==> config.mk <==
export PLATFORM = sky130hd
export DESIGN_NAME = fetch_pc_sequencer_flat
export DESIGN_NICKNAME = d
export VERILOG_FILES = /design/src/rtl/fetch_pc_sequencer_if.sv /design/src/rtl/fetch_pc_sequencer.sv /design/src/flat_wrapper.sv
export SDC_FILE = /design/constraint.sdc
export NUM_CORES = 1
export LEC_CHECK = 0
export ABC_AREA = 0
export CORE_UTILIZATION = 45
export DETAILED_ROUTE_END_ITERATION = 8
export GPL_ROUTABILITY_DRIVEN = 0
export PLACE_DENSITY = 0.82
export REMOVE_ABC_BUFFERS = 1
export SLEW_MARGIN = 20
export SYNTH_ARGS = -nofsm -noshare
export SYNTH_HDL_FRONTEND = slang
export SYNTH_SLANG_ARGS = --single-unit
==> constraint.sdc <==
create_clock -name clk -period 3.2 [get_ports clk]
set_clock_uncertainty 0.15 [all_clocks]
set_input_delay 0.96 -clock clk [delete_from_list [all_inputs] [get_ports clk]]
set_output_delay 0.96 -clock clk [all_outputs]
set_load 0.01 [all_outputs]
==> images/pdn.png <==
Pins as bars on the die edge.
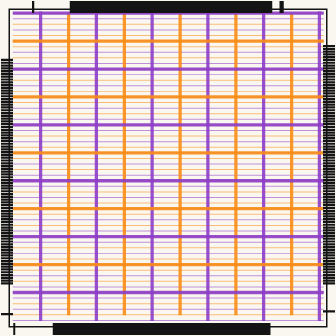
[orange] VDD
[purple] VSS
met5 straps: 11
rows: 55
die height: 154 um
die width: 154 um

==> images/cell_classes.png <==
Bar = 50 um.
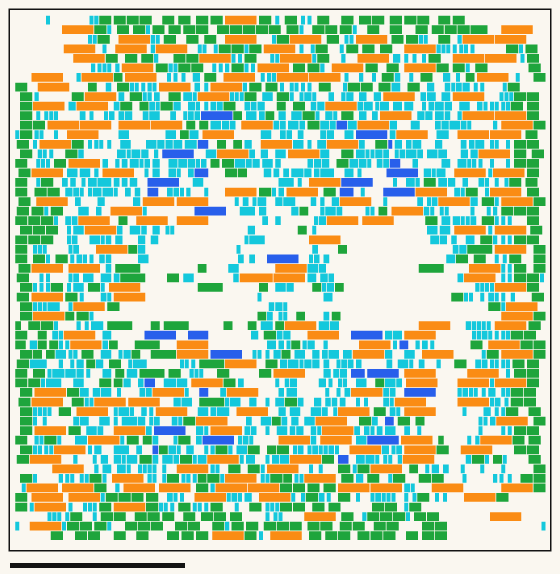
[cyan] all other logic | cells: 951 | share of their area: 33%
[green] other buffers and delay cells | cells: 451 | share of their area: 31%
[orange] flip-flops | cells: 191 | share of their area: 33%
[blue] clock drivers and dummy loads | cells: 32 | share of their area: 3.8%
design area: 15000 um^2
core area: 22600 um^2
Cell Rows: 55
post-layout util: 66.3%

==> GITHUB_STEP_SUMMARY <==
## PnR job results

| Metric | Value |
|---|---|
| Drt drc | `0` |
| Ports | `395` |
| Vias in the first global route | `10300` |
| Fmax | `about 320 MHz` |
| Antenna violations before repair | `0` |
| Syn Area/Cell | `8.08 um^2` |
| Post-detailed-route count of antenna-violating nets | `0` |
| Endpoints failing hold | `0` |
| Crit end category | `output port` |
| I/O Buffers | `slightly below 400` |
| Cell Area, Synth | `10400 um^2` |
| WL per Instance | `18.7 um` |
| Reg2Reg Setup Slack | `0.33 ns` |
| Worst Tran Pin Value | `0.511 ns` |
| Final setup violation count | `0` |
| Worst hold margin | `0.325 ns` |
| Count of library flops with an enable pin | `0` |
| CTS Hold Bufs | `0` |
| Yosys stat area | `10400 um^2` |
| Synth area leader | `dfrtp_1` |
| Initial DRC count | `613` |
| Count of tool warnings | `26` |
| Clock Root Buffer | `clkbuf_16` |
| Post-synthesis cell count | `1284` |
| # fillers | `1882` |
| PwrDens | `591 nW/um^2` |
| Sequential cell area | `~4800 um^2` |
| Lkg Pwr | `6.57 nW` |
| Post-synth cell types | `approximately 67` |
| Relative slew slack | `65.9%` |
| Fin nets | `1749` |
| FP Util | `45.8%` |
| CTS max path bufs | `2` |
| Synth top area share | `between 40% and 50%` |
| Ys async rst share | `100%` |
| Crit path launch type | `input pin` |
| Register area share after synthesis | `46.1%` |
| YS warnings | `0` |
| Post-Place Worst Slack | `-0.296 ns` |
| Vias/cell | `between 5 and 6` |
| Synth Register Bits | `approximately 190` |
| GRT overflow | `0` |
| Cell with the most instances after synthesis | `nand2_1` |
| Status | `finished clean` |
| Yosys stat cell total | `1284` |
| Post-synth top cells | `396 x nand2_1, 190 x dfrtp_1, 80 x o21ai_0, 74 x nor2_1, 68 x buf_4` |
| HPWL Detailed | `26400 um` |
| Worst-path clk slew | `0.08 ns` |
| Latency at later pin | `0.44 ns` |
| Max-cap check violation count | `0` |
| Total wire length | `35700 um` |
| Die Area | `23700 um^2` |
| MI comb area | `4730 um^2` |
| Post-layout min period | `3.12 ns` |
| Post-DP Area | `~14000 um^2` |
| Layout cells sized above 1 | `7.51%` |
| Arrival @ worst endpoint | `between 2 and 2.5 ns` |
| Reg2reg path depth | `5` |
| H-tree depth | `4` |
| Final worst path period share | `97.4%` |
| Final setup TNS | `0 ns` |
| Number of buffers created by CTS | `17` |
| Maximum VDD drop | `0.000316 V` |
| Clock Sink Count | `191` |
| Vias | `10700` |
| Max FO, Critical Path | `2` |
| Max Slew Vio Count | `0` |
| Main flop type after synthesis | `dfrtp_1` |
| CTS tree | `yes` |
| Maximum number of pins on one net before global-route repair | `approximately 56` |
| TritonRoute pass-1 iters | `5` |
| First-pass GRT wire length | `56000 um` |
| Layout area overhead | `44.6%` |
| Hold Crit Class | `input pin to asynchronous set/reset pin` |
| Kind of critical path | `input pin to output port` |
| RSZ-0062 raised after global routing | `no` |
| Ant diodes | `0` |
| CP required | `2.09 ns` |
| Top cells by area, synth | `dfrtp_1 46%, nand2_1 14%, buf_4 4.9%, o21ai_0 3.9%, nor2_1 2.7%` |
| Setup ws final | `0.0830 ns` |
| All-layer global routing usage | `30.1%` |
[routing by layer]
layer | vias to the layer above | routed length [um] | track usage (%)
met4 | 0 | 1040 | 11.0
met3 | 78 | 2190 | 5.02
met2 | 441 | 17600 | 50.5
li1 | 5002 | - | -
met5 | - | 0 | 0
met1 | 5160 | 14900 | 39.0
[worst max-delay path, stage by stage]
cell             delay, ns
clkdlybuf4s50_1       0.44
nor3b_2               0.20
and2_1                0.14
dlygate4sd2_1         0.26
[through the flow]
stage                     utilization, %  power [mW]  instances
after floorplan                        -        4.64       1142
final                               66.3        8.87       1910
after global placement              63.8        6.74       1878
after global routing                66.3        9.32       1910
after detailed placement            63.8        6.85       1878
after CTS                           66.3        8.90       1910
[cells by family (layout without fill, tap and decap cells)]
group | after synthesis | count (layout) | share of synthesized area [%]
AOI/OAI and AO/OA | 257 | 257 | 15.7
muxes | 1 | 1 | 0.0964
DFF | 191 | 191 | 46.1
other | 1 | 8 | 0.0361
xor gates and xnor gates | 10 | 10 | 0.844
and+or+nand+nor | 651 | 651 | 28.3
adders and majority gates | 1 | 1 | 0.121
buffers and inverters | 172 | 506 | 8.86
[repair_timing]
item,4_1_cts,5_1_grt
setup endpoints to repair,2,1
gates resized,4,3
hold endpoints to repair,0,0
pin swaps,1,0
setup buffers,0,0
[cells in the final DEF (no fill, tap or decap), drive strengths merged, types with 26 or more instances in the layout]
cell / count
o21ai: 80
buf: 67
nand3: 33
nor3: 26
a31oi: 29
dfrtp: 190
clkdlybuf4s50: 381
a21oi: 52
nand2: 396
nor2: 74
inv: 27
[power breakdown]
| group | leakage, nW | internal (mW) | total (mW) | switching [mW] |
|---|---|---|---|---|
| Clock | 0.266 | 1.03 | 2.07 | 1.05 |
| Combinational | 3.96 | 1.81 | 3.25 | 1.44 |
| Sequential | 2.35 | 3.01 | 3.55 | 0.542 |
[cell type report]
type                    count  area share, %
clock buffers              18           2.86
clock inverters            14          0.867
inverters                  23          0.575
multi-input cells         928           31.5
flip-flops and latches    191           31.9
well taps                 285           2.38
repair buffers            451           29.9
Power figures rest on the tool's default switching activity, not on a simulated workload.
